### Signal wires on met1, run 1

Supply wires on this layer in gray.
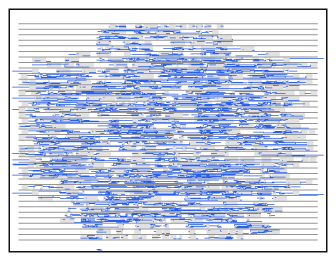
### Clock distribution, run 1

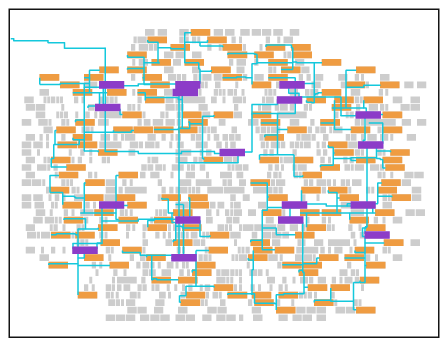
### Clock wiring as the flow saved it, run 1

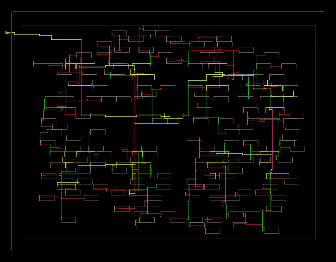
===== config.mk =====
export PLATFORM = sky130hd
export DESIGN_NAME = gf2_poly_div_16_flat
export DESIGN_NICKNAME = d
export VERILOG_FILES = /design/src/rtl/gf2_poly_div_16_if.sv /design/src/rtl/gf2_poly_div_16.sv /design/src/flat_wrapper.sv
export SDC_FILE = /design/constraint.sdc
export NUM_CORES = 1
export LEC_CHECK = 0
export CAP_MARGIN = 20
export CORE_ASPECT_RATIO = 0.75
export CORE_MARGIN = 4
export CORE_UTILIZATION = 40
export DETAILED_ROUTE_END_ITERATION = 10
export PLACE_DENSITY = 0.64
export SLEW_MARGIN = 40
export SYNTH_ARGS = -nofsm -noshare
export SYNTH_HDL_FRONTEND = slang
export SYNTH_SLANG_ARGS = --single-unit

===== constraint.sdc =====
create_clock -name clk -period 3.3 [get_ports clk]
set_input_delay 0.33 -clock clk [delete_from_list [all_inputs] [get_ports clk]]
set_output_delay 0.33 -clock clk [all_outputs]
set_load 0.01 [all_outputs]

===== src/rtl/gf2_poly_div_16_if.sv =====
// Handshake bundle for the GF(2) polynomial divider.
// The master side supplies operands and accepts results.
// The slave side is the divider itself.
interface gf2_poly_div_16_if #(
  parameter int M = 16,
  parameter int N = 31
);
  logic         in_valid;
  logic         in_ready;
  logic [N-1:0] a;
  logic [M-1:0] b;
  logic         out_valid;
  logic         out_ready;
  logic [N-1:0] q;
  logic [M-2:0] r;
  logic         div_by_zero;

  modport master (
    output in_valid, a, b, out_ready,
    input  in_ready, out_valid, q, r, div_by_zero
  );

  modport slave (
    input  in_valid, a, b, out_ready,
    output in_ready, out_valid, q, r, div_by_zero
  );
endinterface


===== src/rtl/gf2_poly_div_16.sv =====
// Sequential GF(2) polynomial divider: bit-serial long division of an N-bit
// dividend by an M-bit divisor. It produces the quotient and the remainder.
// Optional macro GF2DIV_UNROLL2_EN: when it is defined, the divider retires
// two dividend bits per RUN cycle. The results are identical in both modes.
module gf2_poly_div_16 #(
  parameter int M = 16,
  parameter int N = 31
) (
  input logic              clk,
  input logic              rst,
  gf2_poly_div_16_if.slave bus
);

  localparam int DW = $clog2(M);
  localparam int CW = $clog2(N);
`ifdef GF2DIV_UNROLL2_EN
  localparam int STEPS = 2;
`else
  localparam int STEPS = 1;
`endif

  typedef enum logic [1:0] {IDLE, RUN, DONE} state_t;

  state_t          state_reg, state_next;
  logic [N-1:0]    a_reg;
  logic [M-1:0]    b_reg;
  logic [DW-1:0]   d_reg;
  logic [CW-1:0]   cnt_reg;
  logic [M-2:0]    rem_reg;
  logic [N-1:0]    quo_reg;
  logic            zero_reg;
  logic [N-1:0]    q_reg;
  logic [M-2:0]    r_reg;
  logic            dbz_reg;

  logic            in_ready_c;
  logic            out_valid_c;
  logic            accept;
  logic            last_step;
  logic [M-1:0]    s1;
  logic [M-2:0]    rem_step;
  logic [N-1:0]    quo_step;
`ifdef GF2DIV_UNROLL2_EN
  logic [M-1:0]    s2;
  logic [CW-1:0]   cnt_m1;
`endif

  // Index of the leading coefficient of the divisor (0 when b is zero).
  function automatic logic [DW-1:0] msb_index(input logic [M-1:0] bv);
    logic [DW-1:0] idx;
    idx = '0;
    for (int i = 0; i < M; i++) begin
      if (bv[i]) idx = DW'(i);
    end
    return idx;
  endfunction

  // One long-division step. The function shifts in a dividend bit and
  // subtracts the divisor when the leading term lines up.
  // It returns {quotient bit, new remainder}.
  // Bit M-1 of the shifted value is always cleared again, so it is dropped.
  function automatic logic [M-1:0] div_step(input logic [M-2:0] rin,
                                            input logic          abit,
                                            input logic [M-1:0]  bv,
                                            input logic [DW-1:0] d);
    logic [M-1:0] t;
    logic         qb;
    t  = {rin, abit};
    qb = t[d];
    if (qb) t = t ^ bv;
    return {qb, t[M-2:0]};
  endfunction

  assign accept = bus.in_valid & in_ready_c;

`ifdef GF2DIV_UNROLL2_EN
  assign last_step = (cnt_reg <= CW'(1));
`else
  assign last_step = (cnt_reg == '0);
`endif

  // Next quotient/remainder after this cycle's division step(s).
  always_comb begin
    s1       = div_step(rem_reg, a_reg[cnt_reg], b_reg, d_reg);
    rem_step = s1[M-2:0];
    quo_step = quo_reg;
    quo_step[cnt_reg] = s1[M-1];
`ifdef GF2DIV_UNROLL2_EN
    cnt_m1 = cnt_reg - CW'(1);
    s2     = div_step(s1[M-2:0], a_reg[cnt_m1], b_reg, d_reg);
    // When N is odd, the last cycle has only bit 0 left to process.
    if (cnt_reg != '0) begin
      rem_step         = s2[M-2:0];
      quo_step[cnt_m1] = s2[M-1];
    end
`endif
  end

  // State register.
  always_ff @(posedge clk) begin
    if (rst) state_reg <= IDLE;
    else     state_reg <= state_next;
  end

  // Next-state logic.
  always_comb begin
    state_next = state_reg;
    case (state_reg)
      IDLE:    if (accept) state_next = RUN;
      RUN:     if (last_step) state_next = DONE;
      DONE:    if (bus.out_ready) state_next = IDLE;
      default: state_next = IDLE;
    endcase
  end

  // Handshake outputs, decoded from the state register.
  always_comb begin
    in_ready_c  = (state_reg == IDLE);
    out_valid_c = (state_reg == DONE);
  end

  // Operand capture, iteration, and result registers.
  always_ff @(posedge clk) begin
    if (rst) begin
      a_reg    <= '0;
      b_reg    <= '0;
      d_reg    <= '0;
      cnt_reg  <= '0;
      rem_reg  <= '0;
      quo_reg  <= '0;
      zero_reg <= 1'b0;
      q_reg    <= '0;
      r_reg    <= '0;
      dbz_reg  <= 1'b0;
    end else begin
      case (state_reg)
        IDLE: begin
          if (accept) begin
            a_reg    <= bus.a;
            b_reg    <= bus.b;
            d_reg    <= msb_index(bus.b);
            rem_reg  <= '0;
            quo_reg  <= '0;
            zero_reg <= (bus.b == '0);
            // A zero divisor makes one pass through RUN. This gives the
            // zero-divisor result a latency of one edge.
            cnt_reg  <= (bus.b == '0) ? '0 : CW'(N - 1);
          end
        end
        RUN: begin
          rem_reg <= rem_step;
          quo_reg <= quo_step;
          cnt_reg <= cnt_reg - CW'(STEPS);
          if (last_step) begin
            q_reg   <= zero_reg ? '0 : quo_step;
            r_reg   <= zero_reg ? '0 : rem_step;
            dbz_reg <= zero_reg;
          end
        end
        default: ;
      endcase
    end
  end

  assign bus.in_ready    = in_ready_c;
  assign bus.out_valid   = out_valid_c;
  assign bus.q           = q_reg;
  assign bus.r           = r_reg;
  assign bus.div_by_zero = dbz_reg;

endmodule


===== src/flat_wrapper.sv =====
// flat-port wrapper written by rule: the top's interface ports become plain ports
module gf2_poly_div_16_flat 
#(
  parameter int M = 16,
  parameter int N = 31
)
  (clk, rst, bus_in_valid, bus_a, bus_b, bus_out_ready, bus_in_ready, bus_out_valid, bus_q, bus_r, bus_div_by_zero);
  gf2_poly_div_16_if #(.M(M), .N(N)) bus_i ();
  input logic clk;
  input logic rst;
  input wire logic [$bits(bus_i.in_valid)-1:0] bus_in_valid;
  input wire logic [$bits(bus_i.a)-1:0] bus_a;
  input wire logic [$bits(bus_i.b)-1:0] bus_b;
  input wire logic [$bits(bus_i.out_ready)-1:0] bus_out_ready;
  output wire logic [$bits(bus_i.in_ready)-1:0] bus_in_ready;
  output wire logic [$bits(bus_i.out_valid)-1:0] bus_out_valid;
  output wire logic [$bits(bus_i.q)-1:0] bus_q;
  output wire logic [$bits(bus_i.r)-1:0] bus_r;
  output wire logic [$bits(bus_i.div_by_zero)-1:0] bus_div_by_zero;
  assign bus_i.in_valid = bus_in_valid;
  assign bus_i.a = bus_a;
  assign bus_i.b = bus_b;
  assign bus_i.out_ready = bus_out_ready;
  assign bus_in_ready = bus_i.in_ready;
  assign bus_out_valid = bus_i.out_valid;
  assign bus_q = bus_i.q;
  assign bus_r = bus_i.r;
  assign bus_div_by_zero = bus_i.div_by_zero;
  gf2_poly_div_16 #(.M(M), .N(N)) u_core (.clk(clk), .rst(rst), .bus(bus_i));
endmodule

==> impl_summary.log, run 1 <==
[flow] summary of implementation run
[metrics] Layout Nets: about 900
[metrics] registers: 150
[metrics] endpoint arrival time on the critical path: roughly 3.1 ns
[metrics] part of the power in registers: between 40% and 50%
[metrics] Cells on Worst Hold Path: 2
[metrics] switching share of total power: 26.0%
[metrics] Worst setup SP type: register
[metrics] number of top-level pins: about 100
[metrics] critical path cell sequence: and3b_1 > a21oi_1 > a32o_1 > a31oi_4 > buf_4 > nand2_2 > o22ai_1
[metrics] slew margin rel.: approximately 50%
[metrics] sequential standard cell area: 3000 um^2
[metrics] largest buffer count on any clock path: 2
[metrics] max_cap viols: 0
[metrics] reported combinational group power: 0.625 mW
[metrics] horizontal die size: 155 um
[metrics] ys cells: between 700 and 800
[metrics] number of detailed-route iterations in the first pass: 5
[metrics] fraction of standard cell area in multi-input logic: between 30% and 40%
[metrics] fraction of met3 tracks used by global routing: approximately 4%
[metrics] weighted congestion at the end of routability-driven global placement: 0.846
[metrics] Worst Path Max Fanout: 31
[metrics] portion of total power attributed to combinational logic: a little over an eighth
[metrics] Routed met1 length: roughly 9000 um
[metrics] synthesis-to-layout area growth: 26.7%
[metrics] share of the synthesized netlist area taken by xor and xnor gates: about 2%
[metrics] worst min-delay path category: in2reg
[metrics] worst setup slack for register-to-register paths: between 0.5 and 0.6 ns
[metrics] leakage power: 2.96 nW
[metrics] dominant class by area: combinational gates
[metrics] routed length on met3: 902 um
[metrics] total number of cells along the worst setup path: 7
[metrics] area inside the core boundary: ~16000 um^2
[metrics] initial antenna violation count: 0
[metrics] average cell area after synthesis: between 8 and 9 um^2
[metrics] number of inserted diodes: 0
[metrics] Plain + repair buffers: ~110
[metrics] Top Layout Cells: sky130_fd_sc_hd__nand2_1 (185), sky130_fd_sc_hd__dfxtp_1 (150), sky130_fd_sc_hd__clkdlybuf4s50_1 (98), sky130_fd_sc_hd__o21ai_0 (84), sky130_fd_sc_hd__a21oi_1 (75)
[metrics] simple-gate area share of the yosys netlist: a little under a fifth
[metrics] non-clock buffer area fraction after layout: between 10% and 20%
[metrics] largest power group: clock
[metrics] CTS Root Buffer Type: sky130_fd_sc_hd__clkbuf_16
[metrics] met2 WL post-DR: ~6600 um
[metrics] post-synthesis cell type with the largest instance count: sky130_fd_sc_hd__nand2_1
[metrics] row cnt: 39
[metrics] final worst path period need: 2.74 ns
[metrics] post-placement setup slack: just over 0.6 ns
[metrics] Total Power: 4.58 mW
[metrics] count of instances resized after the clock tree is built: 0
[metrics] Worst-Margin Slew: between 0.7 and 0.8 ns
[metrics] Post-synth area hogs: sky130_fd_sc_hd__dfxtp_1 (46%), sky130_fd_sc_hd__nand2_1 (11%), sky130_fd_sc_hd__o21ai_0 (6.5%)
[metrics] dominant cell type by area after synthesis: sky130_fd_sc_hd__dfxtp_1
[metrics] Hold Path Sink: u_core.cnt_reg[2]$_SDFFE_PP0P_
[metrics] critical setup path kind: reg2reg
[metrics] Worst path slowest cell: sky130_fd_sc_hd__dfxtp_1
[metrics] wire length of the first global-routing pass: about 27000 um
[metrics] vias in the first global route: between 5000 and 6000
[metrics] end of the worst register-to-register path: u_core.quo_reg[15]$_SDFFE_PP0P_
[metrics] kind of cell adding the most delay to the critical path: AND-OR/OR-AND gates
[metrics] Post-Route Utilization: 52.8%
[metrics] Top Metal Used: met4
[metrics] Internal Dissipation: ~3.4 mW
[metrics] launch point of the critical path: u_core.cnt_reg[3]$_SDFFE_PP0P_
[metrics] Post-Syn Nets: around 840
[metrics] DPL Wire Length: 11700 um
[metrics] async set-or-reset flop fraction in the synthesized netlist: 0%
[metrics] warnings from Yosys: 0
[metrics] final setup TNS: 0 ns
[metrics] instance count of the mapped netlist: between 700 and 800
[metrics] cell area after synthesis: ~6500 um^2
[metrics] CTS H-tree lvls: 4
[metrics] number of setup violations in the final report: 0
[metrics] DIE AREA: between 15000 and 20000 um^2
[metrics] required time worst endpoint: between 3 and 4 ns
[metrics] area of all placed cells without fillers: between 8000 and 9000 um^2
[metrics] Dominant Register Cell: sky130_fd_sc_hd__dfxtp_1
[metrics] total overflow reported by the global router: 0
[metrics] number of multi-input combinational cells in the layout: ~560
[metrics] post-layout period usage of the worst path: between 80% and 90%
[metrics] Synth Area in Compound Gates: roughly a fifth
[metrics] outcome: completed
Back to the opening pictures, 'Signal wires on met1':
The layer holds 53% of the routed length. The layer carries 8850 um of wire. The wires run mostly horizontal.
total number of vias: 5518
total detailed-routing wirelength: 16500 um

Back to the opening pictures, 'Clock distribution':
Key: clock wires = cyan [length 1820 um]; flip-flops = orange [count 150]; cells driving clock nets = purple [count 17]
Position of the flops: all over the die. There are 18 routed clock nets.
worst clock skew: 0.0144 ns
share of total power in the clock network: 43.3%

Back to the opening pictures, 'Clock wiring as the flow saved it':
clock group total power: 1.98 mW
clk latency late pin: 0.42 ns
number of clock buffer instances in the layout: 21
number of CTS-inserted buffers: 17

### Cell sizes after repair, run 1

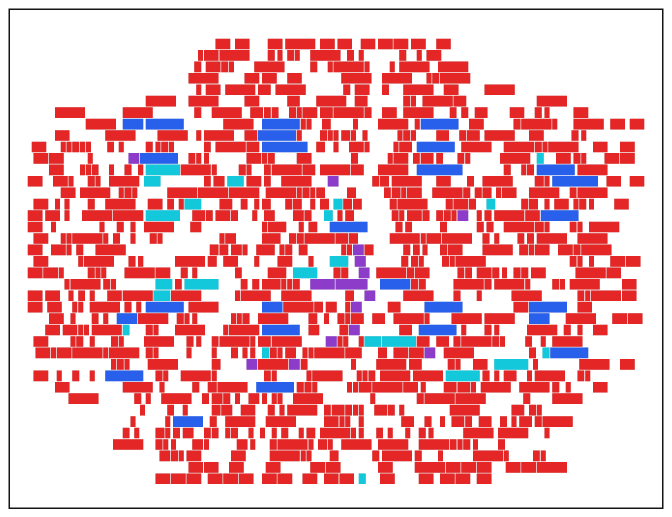

==> run 1 -> run 2 <==
==> constraint.sdc (replaced) <==
create_clock -name clk -period 2.8 [get_ports clk]
set_input_delay 0.28 -clock clk [delete_from_list [all_inputs] [get_ports clk]]
set_output_delay 0.28 -clock clk [all_outputs]
set_load 0.01 [all_outputs]
### Cell sizes after repair, run 2

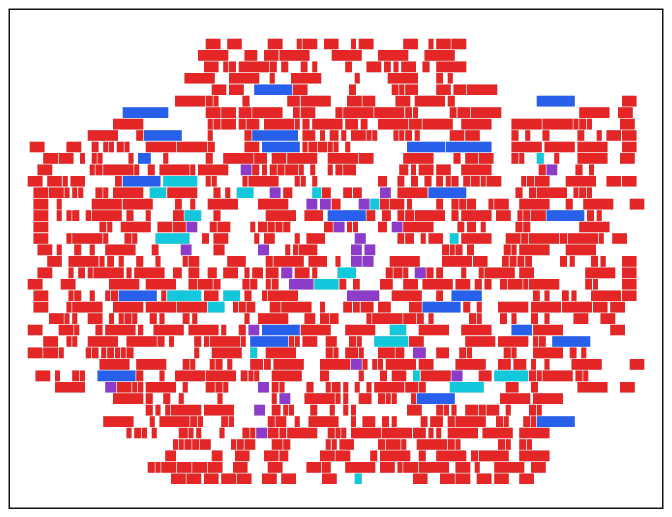
Key: drive 1 or less = red [cells 803, share 92%]; drive 2 = cyan [cells 21, share 2.4%]; drive 6 and up = blue [cells 23, share 2.6%]; drive 3 to 4 = purple [cells 30, share 3.4%]
area of all placed cells without fillers: 8280 um^2
Plain + repair buffers: 123

### Signal wires on met1, run 2

Supply wires on this layer in gray.
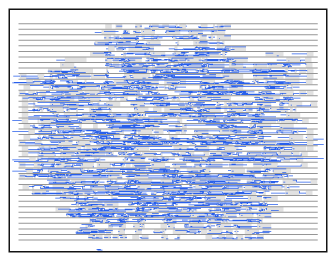
total detailed-routing wirelength: 16900 um
total number of vias: 5598
GRT met1 Usage: 28.4%

==> run 2 against run 1 <==
Effect of this change: register-to-register slack lost 0.36 ns; count of clock-buffer cells in the layout shrank 1; setup slack lost 0.36 ns; clock skew shrank 0.0048 ns; clock power grew 17%; largest cell class unchanged; synthesized cell count did not move; fmax grew 5.3%.
==> impl_summary.log, run 2 <==
[flow] summary of implementation run
[metrics] routed length on met3: about 910 um
[metrics] end of the worst register-to-register path: u_core.quo_reg[5]$_SDFFE_PP0P_
[metrics] synthesis-to-layout area growth: 27.7%
[metrics] CTS Root Buffer Type: sky130_fd_sc_hd__clkbuf_16
[metrics] Worst Path Max Fanout: 15
[metrics] met2 WL post-DR: approximately 7000 um
[metrics] Top Layout Cells: sky130_fd_sc_hd__nand2_1 (185), sky130_fd_sc_hd__dfxtp_1 (150), sky130_fd_sc_hd__clkdlybuf4s50_1 (98), sky130_fd_sc_hd__o21ai_0 (84), sky130_fd_sc_hd__a21oi_1 (75)
[metrics] Post-Syn Nets: 837
[metrics] number of warnings in the stage logs: 30
[metrics] outcome: completed
[metrics] number of multi-input combinational cells in the layout: approximately 560
[metrics] Post-synth area hogs: sky130_fd_sc_hd__dfxtp_1 (46%), sky130_fd_sc_hd__nand2_1 (11%), sky130_fd_sc_hd__o21ai_0 (6.5%)
[metrics] initial antenna violation count: 0
[metrics] max_cap viols: 0
[metrics] registers: roughly 150
[metrics] Total Power: approximately 5.4 mW
[metrics] cell area after synthesis: between 6000 and 7000 um^2
[metrics] Top Metal Used: met4
[metrics] critical setup path kind: reg2reg
[metrics] total overflow reported by the global router: 0
[metrics] clock group total power: 2.32 mW
[metrics] number of inserted diodes: 0
[metrics] worst clock skew: about 0.0096 ns
[metrics] vias in the first global route: approximately 5200
[metrics] largest buffer count on any clock path: 2
[metrics] dominant class by area: combinational gates
[metrics] count of instances resized after the clock tree is built: 0
[metrics] async set-or-reset flop fraction in the synthesized netlist: 0%
[metrics] number of setup violations in the final report: 0
[metrics] number of top-level pins: approximately 100
[metrics] DIE AREA: around 18000 um^2
[metrics] warnings from Yosys: 0
[metrics] area inside the core boundary: 15600 um^2
[metrics] launch point of the critical path: u_core.d_reg[1]$_SDFFE_PP0P_
[metrics] wire length of the first global-routing pass: approximately 28000 um
[metrics] Post-Route Utilization: 53.2%
[metrics] Worst setup SP type: register
[metrics] fraction of met3 tracks used by global routing: 3.51%
[metrics] worst setup slack for register-to-register paths: 0.20 ns
[metrics] Worst path slowest cell: sky130_fd_sc_hd__and2_1
[metrics] fraction of standard cell area in multi-input logic: 38.5%
[metrics] CTS H-tree lvls: 4
[metrics] weighted congestion at the end of routability-driven global placement: around 0.87
[metrics] post-layout period usage of the worst path: approximately 93%
[metrics] final worst path period need: between 2 and 3 ns
[metrics] DPL Wire Length: 12000 um
[metrics] portion of total power attributed to combinational logic: around 14%
[metrics] Cells on Worst Hold Path: 2
[metrics] horizontal die size: between 150 and 200 um
[metrics] kind of cell adding the most delay to the critical path: multiplexers
[metrics] slew margin rel.: around 57%
[metrics] share of total power in the clock network: 42.9%
[metrics] post-placement setup slack: between 0.2 and 0.25 ns
[metrics] Synth Area in Compound Gates: 18.8%
[metrics] non-clock buffer area fraction after layout: 14.2%
[metrics] worst r2r src: u_core.d_reg[1]$_SDFFE_PP0P_
[metrics] row cnt: 39
[metrics] simple-gate area share of the yosys netlist: approximately 18%
[metrics] required time worst endpoint: 3.17 ns
[metrics] post-synthesis cell type with the largest instance count: sky130_fd_sc_hd__nand2_1
[metrics] number of detailed-route iterations in the first pass: 5
[metrics] worst min-delay path category: in2reg
[metrics] critical path cell sequence: mux2i_1 > mux4_2 > mux2_2 > a31oi_4 > and2_1 > a22o_1
[metrics] endpoint arrival time on the critical path: slightly below 3 ns
[metrics] Layout Nets: 920
[metrics] largest power group: clock
[metrics] Worst-Margin Slew: around 0.65 ns
[metrics] leakage power: 3.00 nW
[metrics] Dominant Register Cell: sky130_fd_sc_hd__dfxtp_1
### Clock wiring as the flow saved it, run 2

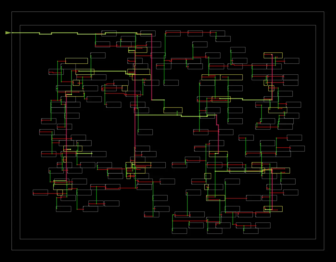

==> run 2 -> run 3 <==
--- a/config.mk
+++ b/config.mk
@@ -11,6 +11,7 @@
 export CORE_UTILIZATION = 40
 export DETAILED_ROUTE_END_ITERATION = 10
 export PLACE_DENSITY = 0.64
+export REMOVE_ABC_BUFFERS = 1
 export SLEW_MARGIN = 40
 export SYNTH_ARGS = -nofsm -noshare
 export SYNTH_HDL_FRONTEND = slang
### Clock wiring as the flow saved it, run 3

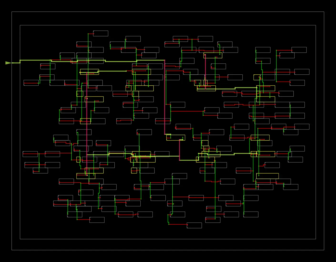
number of clock buffer instances in the layout: 18
registers: 150
number of clock sinks: 150
clock group total power: 2.19 mW

### Signal wires on met1, run 3

Supply wires on this layer in gray.
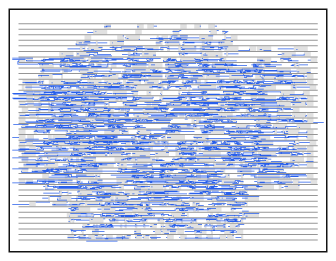
total detailed-routing wirelength: 16700 um
GRT met1 Usage: 28.5%

==> run 3 against run 2 <==
Effect of this change: synthesized area stayed put; clock skew is 0.0012 ns lower; non-clock buffer count is 4 higher; highest routed layer unchanged.
==> impl_summary.log, run 3 <==
[flow] summary of implementation run
[metrics] post-synthesis cell type with the largest instance count: sky130_fd_sc_hd__nand2_1
[metrics] ys cells: roughly 780
[metrics] final worst path period need: between 2 and 3 ns
[metrics] non-clock buffer area fraction after layout: between 10% and 20%
[metrics] Internal Dissipation: about 3.8 mW
[metrics] number of setup violations in the final report: 0
[metrics] end of the worst register-to-register path: u_core.quo_reg[10]$_SDFFE_PP0P_
[metrics] portion of total power attributed to combinational logic: between 10% and 20%
[metrics] number of inserted diodes: 0
[metrics] total overflow reported by the global router: 0
[metrics] wire length of the first global-routing pass: between 20000 and 30000 um
[metrics] Synth Area in Compound Gates: 18.8%
[metrics] number of multi-input combinational cells in the layout: about 560
[metrics] post-layout period usage of the worst path: 91.6%
[metrics] Worst path slowest cell: sky130_fd_sc_hd__dfxtp_1
[metrics] routed length on met3: approximately 950 um
[metrics] number of CTS-inserted buffers: 17
[metrics] average cell area after synthesis: slightly above 8 um^2
[metrics] synthesis-to-layout area growth: 27.5%
[metrics] Layout Nets: 924
[metrics] Worst setup SP type: register
[metrics] Post-Route Utilization: between 50% and 60%
[metrics] area of all placed cells without fillers: 8270 um^2
[metrics] sequential standard cell area: ~3000 um^2
[metrics] instance count of the mapped netlist: between 700 and 800
[metrics] Routed met1 length: 8530 um
[metrics] critical setup path kind: reg2reg
[metrics] total number of vias: between 5000 and 6000
[metrics] switching share of total power: roughly 28%
[metrics] Worst-Margin Slew: around 0.6 ns
[metrics] Worst Path Max Fanout: 15
[metrics] horizontal die size: roughly 150 um
[metrics] CTS Root Buffer Type: sky130_fd_sc_hd__clkbuf_16
[metrics] dominant cell type by area after synthesis: sky130_fd_sc_hd__dfxtp_1
[metrics] fraction of standard cell area in multi-input logic: between 30% and 40%
[metrics] largest buffer count on any clock path: 2
[metrics] launch point of the critical path: u_core.cnt_reg[1]$_SDFFE_PP0P_
[metrics] Plain + repair buffers: roughly 130
[metrics] number of warnings in the stage logs: 29
[metrics] Dominant Register Cell: sky130_fd_sc_hd__dfxtp_1
[metrics] part of the power in registers: 43.4%
[metrics] weighted congestion at the end of routability-driven global placement: 0.821
[metrics] area inside the core boundary: about 16000 um^2
[metrics] share of total power in the clock network: 41.5%
[metrics] worst r2r src: u_core.cnt_reg[1]$_SDFFE_PP0P_
[metrics] largest power group: registers
[metrics] final setup TNS: 0 ns
[metrics] met2 WL post-DR: 7110 um
[metrics] total number of cells along the worst setup path: 6
[metrics] simple-gate area share of the yosys netlist: a little under a fifth
[metrics] worst clock skew: 0.00844 ns
[metrics] number of detailed-route iterations in the first pass: 5
[metrics] Cells on Worst Hold Path: 2
[metrics] kind of cell adding the most delay to the critical path: AND-OR/OR-AND gates
[metrics] CTS H-tree lvls: 4
[metrics] reported combinational group power: around 0.80 mW
[metrics] async set-or-reset flop fraction in the synthesized netlist: 0%
[metrics] number of top-level pins: roughly 100
[metrics] endpoint arrival time on the critical path: 2.88 ns
[metrics] share of the synthesized netlist area taken by xor and xnor gates: 2.03%
[metrics] row cnt: 39
[metrics] post-placement setup slack: ~0.28 ns
[metrics] critical path cell sequence: mux2_2 > a32oi_1 > a41o_1 > a31oi_4 > and2_1 > a22o_1
[metrics] outcome: completed
Power is estimated from default activity; no workload was simulated.
